File: src/rtl/cdc_hs_tx.sv
// Four-phase req/ack transmitter: hands one WIDTH-bit word at a time to a remote clock domain.
// Define CDC_HS_TX_TIMEOUT_EN to add the sticky err output and its ack-wait cycle counter.
`timescale 1ns/1ps
module cdc_hs_tx #(
    parameter int WIDTH          = 8,
    parameter int TIMEOUT_CYCLES = 1024
) (
    input  logic             clk,
    input  logic             rst,
    input  logic             s_valid,
    output logic             s_ready,
    input  logic [WIDTH-1:0] s_data,
    output logic             req,
    output logic [WIDTH-1:0] tx_data,
    input  logic             ack_async,
`ifdef CDC_HS_TX_TIMEOUT_EN
    output logic             err,
`endif
    output logic             done
);

    localparam logic [1:0] IDLE        = 2'd0;
    localparam logic [1:0] WAIT_ACK_HI = 2'd1;
    localparam logic [1:0] WAIT_ACK_LO = 2'd2;

    if (TIMEOUT_CYCLES < 1) begin : g_bad_timeout
        $error("cdc_hs_tx: TIMEOUT_CYCLES must be at least 1");
    end

    logic [1:0] state;
    logic       ack_q1;
    logic       ack_sync;

    // Only ack_q1 ever samples ack_async; everything else uses ack_sync.
    always_ff @(posedge clk or posedge rst) begin
        if (rst) begin
            ack_q1   <= 1'b0;
            ack_sync <= 1'b0;
        end else begin
            ack_q1   <= ack_async;
            ack_sync <= ack_q1;
        end
    end

    always_ff @(posedge clk or posedge rst) begin
        if (rst) begin
            state   <= IDLE;
            req     <= 1'b0;
            tx_data <= '0;
            done    <= 1'b0;
        end else begin
            done <= 1'b0;
            case (state)
                IDLE: begin
                    // A leftover ack_sync=1 here is deliberately ignored.
                    if (s_valid) begin
                        tx_data <= s_data;
                        req     <= 1'b1;
                        state   <= WAIT_ACK_HI;
                    end
                end
                WAIT_ACK_HI: begin
                    if (ack_sync) begin
                        req   <= 1'b0;
                        state <= WAIT_ACK_LO;
                    end
                end
                WAIT_ACK_LO: begin
                    if (!ack_sync) begin
                        done  <= 1'b1;
                        state <= IDLE;
                    end
                end
                default: begin
                    req   <= 1'b0;
                    state <= IDLE;
                end
            endcase
        end
    end

    assign s_ready = (state == IDLE);

`ifdef CDC_HS_TX_TIMEOUT_EN
    localparam int               CNT_W   = $clog2(TIMEOUT_CYCLES + 1);
    localparam logic [CNT_W-1:0] CNT_MAX = CNT_W'(TIMEOUT_CYCLES);

    logic [CNT_W-1:0] cnt;

    // Counts edges spent waiting on ack; err rises on the TIMEOUT_CYCLES-th one.
    always_ff @(posedge clk or posedge rst) begin
        if (rst) begin
            cnt <= '0;
            err <= 1'b0;
        end else if (state == IDLE) begin
            cnt <= '0;
        end else begin
            if (cnt != CNT_MAX) cnt <= cnt + 1'b1;
            if (cnt >= CNT_MAX - 1'b1) err <= 1'b1;
        end
    end
`endif

endmodule

File: config.mk
export PLATFORM = sky130hd
export DESIGN_NAME = cdc_hs_tx
export DESIGN_NICKNAME = d
export VERILOG_FILES = /design/src/rtl/cdc_hs_tx.sv
export SDC_FILE = /design/constraint.sdc
export NUM_CORES = 1
export LEC_CHECK = 0
export ABC_AREA = 1
export CELL_PAD_IN_SITES_DETAIL_PLACEMENT = 0
export CELL_PAD_IN_SITES_GLOBAL_PLACEMENT = 1
export CORE_ASPECT_RATIO = 1.2
export CORE_MARGIN = 2
export CORE_UTILIZATION = 30
export DETAILED_ROUTE_END_ITERATION = 12
export PLACE_DENSITY = 0.89
export SLEW_MARGIN = 20
export SYNTH_ARGS = -nofsm -noshare
export SYNTH_HDL_FRONTEND = slang
export SYNTH_SLANG_ARGS = --single-unit
File: constraint.sdc
create_clock -name clk -period 1.48 [get_ports clk]
set_input_delay 0.37 -clock clk [delete_from_list [all_inputs] [get_ports clk]]
set_output_delay 0.37 -clock clk [all_outputs]
set_load 0.02 [all_outputs]
run_1/registers.png
(10 px per um) Other sequential cells in the stronger grey, the rest of the logic in the fainter grey.
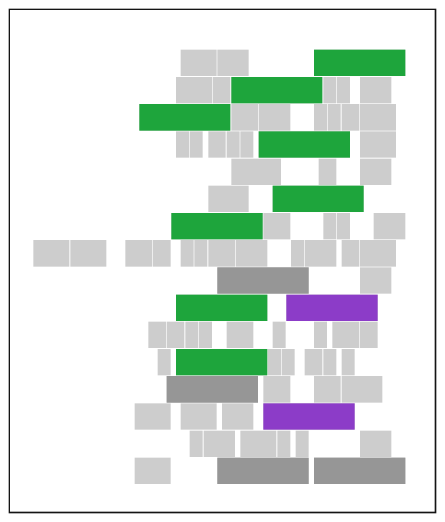
tx_data: shown in green, placed flops 8. state: shown in purple, placed flops 2.
Another 4 sequential cells are not coloured.

run_1/final_clocks.png
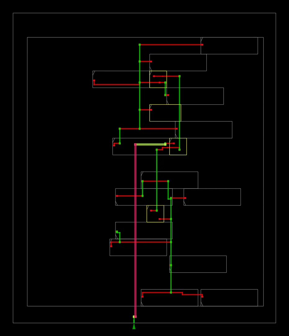
worst skew pair latency: 0.27 ns
sinks on the clock net: 14
total CTS buffers: 3

==> results.toml, run 1 <==
# flow metrics
[sta]
finalClockSkew_ns = 0.001527
finalMaxSlewViolations = 0
postLayoutSetupSlackWorst_ns = 0.1168
finalSetupViolations = 0
hold_violations = 0
min_period_ns = 1.363

[global_routing]
grtUsageMet2_pct = 17.95
grt_pass1_wl_um = 1828

[status]
status = "finished clean"

[flow_run]
maxCapViolCount = 0
warning_count = 26

[finish]
comb_area_um2 = 162.7
inverters = 4
final_util_pct = 49.32
flops = 14
clk_share_pct = 4.427

[critical_path]
critPathKind = "reg -> out"
cp-end-kind = "output pin"
crit_end = "tx_data[7]"

[die]
tapCellCount = 18
row_count = 16
pin_count = 23

[clocking]
clk_path_buf_depth = 2
htree_levels = 1
post_cts_buffers = 0
hold_buffers = 0

[logic_synthesis]
edf_count = 0
yosysTopAreaCell = "dfrtp_1"
ys_warn_count = 0
yosysCellCount = 53
synth.top_cell.area_share_pct = 65.73
synth_flops = 14

[min_path]
hp-start = "ack_q1"
hold_end = "ack_sync"

[detailed_routing]
drt-vias-per-instance = 4.470
dr.max_layer_used = "met4"
run_1/pdn.png
(8 px per um) Pins as bars on the die edge. Tap cells in grey.
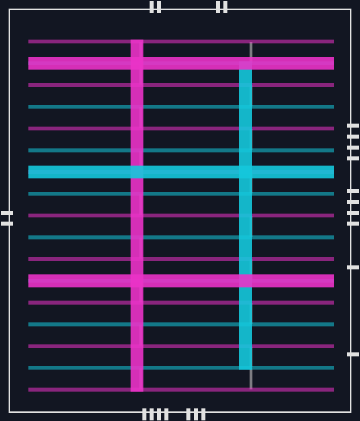
VSS: shown in magenta. VDD: shown in cyan.
18 tap cells. 23 signal pins sit on the boundary. 3 straps on met5.
core area: 1662 um^2
die width: 42.48 um

run_1/metal_stack.png
(10 px per um)
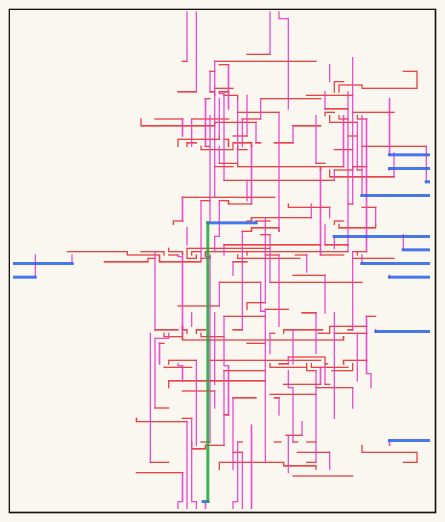
met1: shown in red, wire length 479 um. met3: shown in blue, wire length 59.3 um. met4: shown in green, wire length 27.9 um. met2: shown in magenta, wire length 521 um.

## run 1: layout by cell type (no fill, tap or decap)
master           instances
a21boi_0                 1
a21oi_2                  1
buf_4                    4
clkbuf_2                 1
clkbuf_4                 3
clkbuf_8                 1
clkdlybuf4s50_1         11
dfrtp_1                 14
dlygate4sd2_1           10
inv_1                    4
nand2_1                 18
nand2_4                  1
nand3_1                  8
nor2_1                   3
nor2_4                   1
o21ai_0                  1
## run 1: state kept, by name, summed over array words and instances, names as in the netlist
| signal | count |
|---|---|
| ack_sync | 1 |
| ack_q1 | 1 |
| tx_data | 8 |
| done | 1 |
| req | 1 |
| state | 2 |
## run 1: per-stage QoR
| step | std cells | cell area, um^2 |
|---|---|---|
| 6_report | 100 | 819.5 |
| 5_1_grt | 100 | 819.5 |
| 4_1_cts | 100 | 824.5 |
| 3_5_place_dp | 96 | 800.8 |
| 3_3_place_gp | 96 | 800.8 |
| 2_1_floorplan | 53 | 533.0 |
## run 1: logic make-up (layout without fill, tap and decap cells)
logic type             Yosys count  in the layout  share of synthesized area, %
AND/OR/NAND/NOR                 31             31                         26.52
flip-flops                      14             14                         65.73
buffers and inverters            5             34                         3.754
AND-OR/OR-AND                    3              3                         3.991
## run 1: power groups by stage
stage               combinational [W]  clock (W)  sequential (W)
global placement             0.000833          0        0.000625
CTS                          0.000746   0.000277        0.000620
floorplan                    0.000273          0        0.000783
detailed placement           0.000842          0        0.000632
finish                       0.000725   0.000270        0.000618
global route                 0.000795   0.000291        0.000640
## run 1: timing repair
| item | CTS | global route |
|---|---|---|
| cloned | 0 | 0 |
| gates resized | 12 | 1 |
| setup endpoints to repair | 11 | 1 |
| endpoints found under the hold margin | 0 | 0 |
==> run 2: changes to the inputs <==
--- a/config.mk
+++ b/config.mk
@@ -8,11 +8,10 @@
 export ABC_AREA = 1
 export CELL_PAD_IN_SITES_DETAIL_PLACEMENT = 0
 export CELL_PAD_IN_SITES_GLOBAL_PLACEMENT = 1
-export CORE_ASPECT_RATIO = 1.2
 export CORE_MARGIN = 2
-export CORE_UTILIZATION = 30
+export CORE_UTILIZATION = 31
 export DETAILED_ROUTE_END_ITERATION = 12
-export PLACE_DENSITY = 0.89
+export PLACE_DENSITY = 0.91
 export SLEW_MARGIN = 20
 export SYNTH_ARGS = -nofsm -noshare
 export SYNTH_HDL_FRONTEND = slang
run_2/density.png
(8 px per um) The die is cut into 9 by 9 equal tiles; white is low, dark blue is high, 0 to 100% covered.
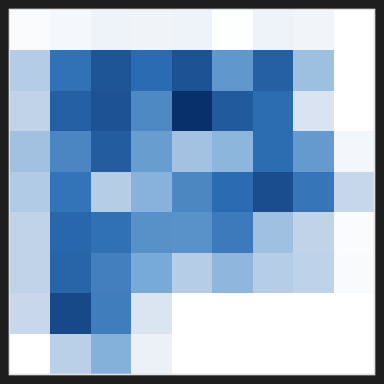
19% of the tiles are nearly empty. The mean over all tiles is 39%. 20% of the tiles are over 75% full. The fullest tile reaches 100%.

run_2/pdn.png
(8 px per um) Pins as bars on the die edge. Tap cells in grey.
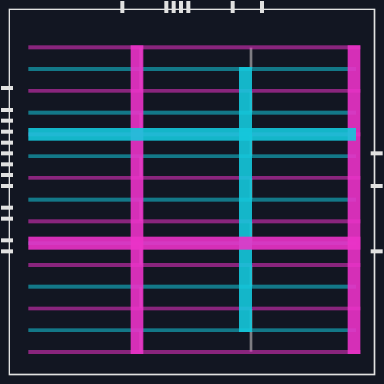
core area: 1559 um^2
Die Span Y: 45.47 um
die width: 45.47 um
peak supply drop: 0.9706 mV

==> run 2 against run 1 <==
Against the previous run:
- hold slack worse by 0.010 ns
- clock skew is 0.0082 ns higher
- critical endpoint is now s_ready
- critical path depth up 1
- synthesized area is the same
- synthesized cell count is the same
- clock-buffer cell count is the same
- register-to-register slack worse by 0.05 ns
- highest routed layer unchanged
==> results.toml, run 2 <==
# flow metrics
[logic_synthesis]
yosysTopAreaCell = "dfrtp_1"
synth_flops = 14
edf_count = 0

[flow_run]
maxCapViolCount = 0

[sta]
finalMaxSlewViolations = 0
finalClockSkew_ns = 0.009682
min_period_ns = 1.369

[global_routing]
grt_pass1_wl_um = 1766

[critical_path]
cp-end-kind = "output pin"
critPathKind = "reg -> out"

[status]
status = "finished clean"

[finish]
comb_area_um2 = 162.7
inverters = 4
largest_reg_flops = 8
final_layout_top_logic_cells = "nand2_1, dfrtp_1, clkdlybuf4s50_1, dlygate4sd2_1, nand3_1"
reg_top3 = "tx_data: 8 flops, state: 2 flops"
clk_share_pct = 4.401
largest_register = "tx_data"

[clocking]
clock-sinks = 14
cts_made_buffers = 3

[power_and_ir_drop]
comb_power_w = 0.000756
run_2/metal_stack.png
(10 px per um)
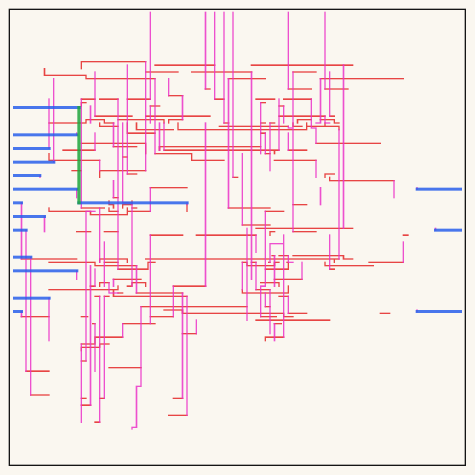
Vias: 450
Routed WL per cell: 11.19 um
DRT Wirelength: 1108 um
Tot GR Track Use: 12.33%

==> run 2: cell counts after synthesis <==
No cell type changed its count.
==> run 2: per-layer routing <==
metal | GRT usage, % | vias up | wire length, um
met5 | 0 | - | 0
met4 | 7.059 | 0 | 9
met3 | 2.381 | 2 | 67
met2 | 22.54 | 16 | 561
met1 | 12.88 | 203 | 469
li1 | - | 229 | -
==> run 2: stage by stage <==
| stage | hold WS [ns] | cell area [um^2] | utilization (%) | cells |
|---|---|---|---|---|
| floorplan | 0.2592 | 533.0 | - | 53 |
| global placement | 0.3353 | 805.8 | 51.69 | 95 |
| detailed placement | 0.3379 | 805.8 | 51.69 | 95 |
| CTS | 0.3565 | 824.5 | 52.89 | 99 |
| global route | 0.3714 | 824.5 | 52.89 | 99 |
| finish | 0.3532 | 824.5 | 52.89 | 99 |
==> run 2: worst reg2reg max path, stage by stage, from the launching register on <==
cell and delay [ns]:
dfrtp_1 0.42, nor2_4 0.13, buf_4 0.17, nand2_4 0.10, nand2_1 0.08, nand2_1 0.05
==> run 2: repair_timing <==
action                     4_1_cts  5_1_grt
setup endpoints to repair       11        0
setup buffers                    0        0
hold buffers                     0        0
gates resized                   14        0
==> run 2: worst paths after layout <==
path,start,endpoint,slack [ns],cells past startpoint
worst max-delay path,state[1],s_ready,0.11,2
max in group asynchronous,rst,state[0],0.92,3
worst min-delay path,ack_q1,ack_sync,0.35,0
min in group asynchronous,rst,req,0.38,3
worst max register to register,state[1],tx_data[7],0.40,5
worst min register to register,ack_q1,ack_sync,0.35,0
==> run 2: kinds of logic after synthesis <==
| logic type | Yosys count | synth area share, % |
|---|---|---|
| flip-flops | 14 | 65.73 |
| AND/OR/NAND/NOR | 31 | 26.52 |
| AND-OR/OR-AND | 3 | 3.991 |
| buffers and inverters | 5 | 3.754 |
No activity file was given, so power comes from the tool's default toggle rates.
